Design wb_ctrl_flat, sky130hd; sources not shown.
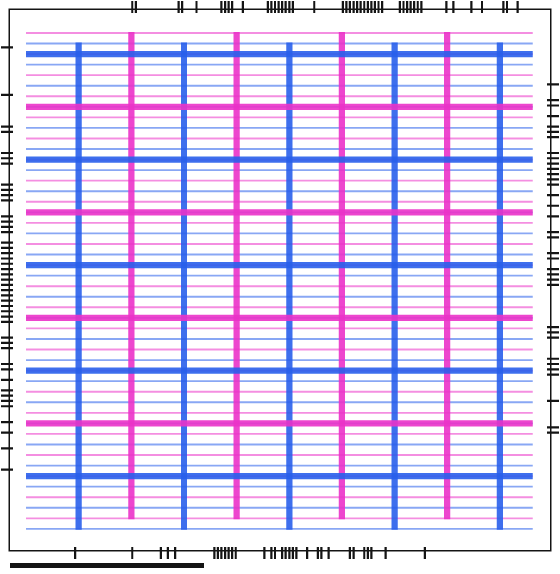
**Above:** PDN straps and rails.
The bar under the picture is 50 um long. Pins as bars on the die edge.
colour	net
blue	VSS
magenta	VDD
met1 rails	48
met5 straps	9
signal pins	156
Die Ht: 139 um
Die W: 139 um
worst vdd rail ir drop: 528 uV
core outline area: 16700 sq um

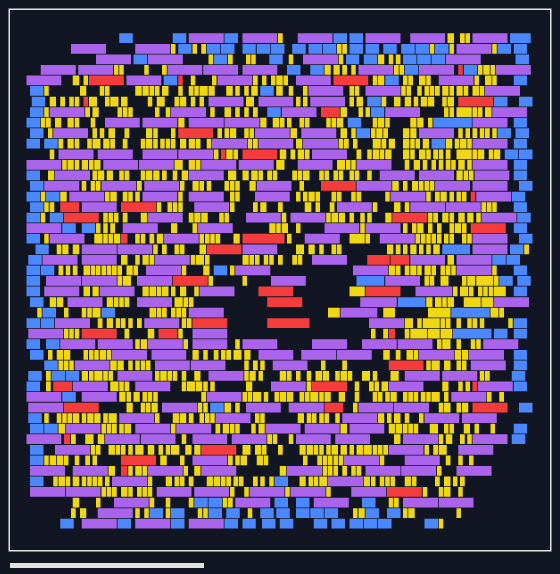
**Above:** placement by cell class.
The bar under the picture is 50 um long.
colour	class	cells	share of their area
red	clock drivers and dummy loads	43	6.6%
purple	flip-flops	226	46%
blue	other buffers and delay cells	160	14%
yellow	all other logic	941	33%
standard-cell row count: 47
Final Util: 0.746
register fraction of the total cell area: 0.454
final non-filler cell area: 12500 sq um

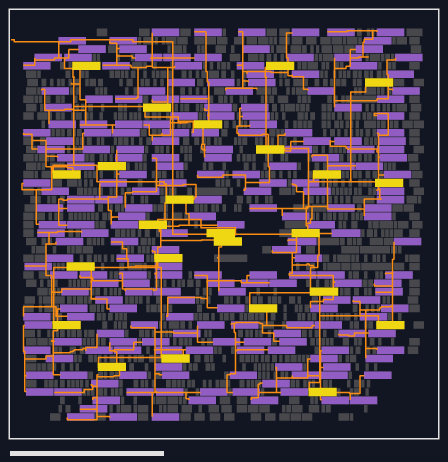
**Above:** routed clock nets over the placement.
The bar under the picture is 50 um long.
[yellow] cells driving clock nets | count: 24
[orange] clock wires | length: 2590 um
[purple] flip-flops | count: 226
flops lie	all over the die
clock latency on the worst-skew pair: 0.51 ns
part of the power in the clock network: 0.195

==> results.txt <==
The synthesis and PnR run went through. The flow ran to the end, and the final reports show no timing, DRC or antenna violations. Clock tree synthesis inserted a total of 24 buffers. CTS clock-pin slew for the worst setup and hold paths landed at 0.06 ns. After detailed routing, the average wire length per cell comes to 16.4 um. The tightest min-delay check is of the flip-flop to flip-flop type. Boundary pin count landed at 156. Placed wire-length estimate after detailed placement landed at 15500 um.

After technology mapping, the gate count stands at 1235. Logic gate share of total power landed at 0.441. Number of setup violations in the final report landed at 0. The number of global-route vias before repair is 8800. For this run, the register share of the synthesized area comes to 0.567. The largest part of the power goes to combinational logic. Tool warning count landed at 29. Per the CTS log, the maximum H-tree level is 1. The number of antenna violations at the first check in global routing came to 1. The first global-routing pass estimated 42900 um of wire. Count of input and output buffers landed at 154.

The power report lists cell-internal power as 5.50 mW. Clock tree synthesis selected as its root buffer the cell sky130_fd_sc_hd__clkbuf_16. Slew at the pin closest to its max-slew limit landed at 1.39 ns. For the final routed database, the setup TNS stands at 0 ns. 0 antenna diodes ended up in the layout. TritonRoute reported its final design rule violation total as 0. The worst setup path is launched from a flip-flop. Count of buffer and inverter cells on the critical path landed at 2. Counting only logic cells after layout, the most numerous master is sky130_fd_sc_hd__nand2_1. The timing report shows the most common cell along the critical path to be sky130_fd_sc_hd__nand2_1. Post-synthesis instance area landed at 9980 sq um. Instance count on the critical path landed at 10. Sink count of the clock tree landed at 226. On the final layout, the worst hold slack is 0.368 ns. The setup check on the worst reg-to-reg path leaves a slack of 1.02 ns.

Share of the core filled by cells before placement landed at 0.598. The most common logic cells in the final layout are sky130_fd_sc_hd__nand2_1, sky130_fd_sc_hd__dfrtp_1, sky130_fd_sc_hd__o21ai_0, sky130_fd_sc_hd__clkdlybuf4s50_1, sky130_fd_sc_hd__inv_1. Count of cells along the worst hold path landed at 2. Distinct cell type count of the synthesized netlist landed at 29. Per the OpenROAD power report, leakage power amounts to 6.20 nW.

Across the run, the number of max-cap violations was 0. Maximum cell stage delay along the critical path landed at 0.97 ns. Die outline area landed at 19400 sq um. Per the synthesis report, the dominant area consumer among library cells is sky130_fd_sc_hd__dfrtp_1. In the final layout, the share of cells above drive strength 1 is 0.0474. Power density of the placed cells landed at 748 nW/um^2. The worst pin sits at a relative slew slack of 0.0710. TritonCTS built the clock tree. The worst setup path is captured at a flip-flop. Maximum count of clock buffers along a single path landed at 3.

The area growth from synthesis to layout is 24.9%. At the worst endpoint, the arrival time is 4.22 ns. Count of state elements after synthesis landed at 226. Detail-routed via count per cell landed at 5.54. Via count landed at 8810. For this design, the CTS-stage hold fixing added 0 buffers. Count of filler cells inserted in the layout landed at 1243. Along the worst path, the maximum fanout reaches 38. In this run the remaining antenna-violating nets after routing total 0. Post-route minimum period landed at 3.88 ns. The slowest stage of the critical path belongs to the cell sky130_fd_sc_hd__dfrtp_2.

The share of synthesized area in the top cell type comes to 0.564. Net load switching power landed at 3.83 mW. Number of cell instances after yosys synthesis landed at 1235. The worst setup path is of the flip-flop to flip-flop kind.

The final timing report lists a hold violation count of 0. The synthesized netlist has a Yosys-reported chip area of 9980 sq um. Switching power share of the total landed at 0.410. For this run, the post-layout net count is 1441. The flow reports power dissipated in combinational cells as 4.12 mW. Quantity of gates resized following cts landed at 0.

Power drawn by the clock network landed at 1.82 mW. Once the clock tree was built, the setup fixing pass inserted 0 buffers. Number of warnings printed during yosys synthesis landed at 0. Setup repair after global routing left no endpoint under its margin. Ratio of final minimum period to clock period landed at 0.792.

Entering global routing, the biggest net connects 127 pins. The power report attributes to the sequential group a share of 0.364. For the worst flop-to-flop path, the logic depth is 10. Power attributed to sequential cells is 3.39 mW. Detailed-route iteration 0 reported a violation count of 774. Area after detailed placement landed at 11700 sq um. Routability-driven placement finished with a final weighted congestion of 0.825. Overall track demand over capacity in global routing landed at 0.266. Number of iterations in the first detailed-routing pass landed at 5.
Yosys cell counts, drive strengths merged:
library cell	number
nand2	501
dfrtp	225
o21ai	185
inv	105
nor2	49
clkbuf	45
nand3	45
a31oi	32
buf	23
nor3	6
ha	4
xor2	4
or2	3
a21oi	2
nand4	2
xnor2	2
conb	1
dfstp	1
logic make-up after synthesis:
| group | share of synthesized area |
|---|---|
| and+or+nand+nor | 0.239 |
| DFF | 0.567 |
| buffers and inverters | 0.0693 |
| xor gates and xnor gates | 0.00526 |
| adders and majority gates | 0.00501 |
| other | 0.000376 |
| AOI/OAI and AO/OA | 0.115 |
cell type report:
| cell class | count | area (sq um) | share of cell area |
|---|---|---|---|
| clock buffers | 36 | 706 | 0.0566 |
| repair buffers | 160 | 1690 | 0.135 |
| inverters | 105 | 394 | 0.0316 |
| clock inverters | 7 | 96.3 | 0.00773 |
| well taps | 220 | 275 | 0.0221 |
| flip-flops and latches | 226 | 5660 | 0.454 |
| multi-input cells | 836 | 3650 | 0.293 |
per-stage QoR:
| step | setup slack, ns | total power, mW | instances |
|---|---|---|---|
| 6_report | 1.02 | 9.33 | 1590 |
| 3_5_place_dp | 0.820 | 7.44 | 1547 |
| 5_1_grt | 0.804 | 10.0 | 1590 |
| 4_1_cts | 0.754 | 9.33 | 1590 |
| 3_3_place_gp | -6.97 | 7.20 | 1541 |
| 2_1_floorplan | 1.81 | 5.74 | 1167 |
per-layer routing:
metal	up-vias	track usage	share of wire
met5	-	0	0.00050
met4	2	0.0860	0.024
met3	60	0.0438	0.079
met2	413	0.448	0.48
met1	4214	0.357	0.41
li1	4121	-	-
Power figures rest on the tool's default switching activity, not on a simulated workload.
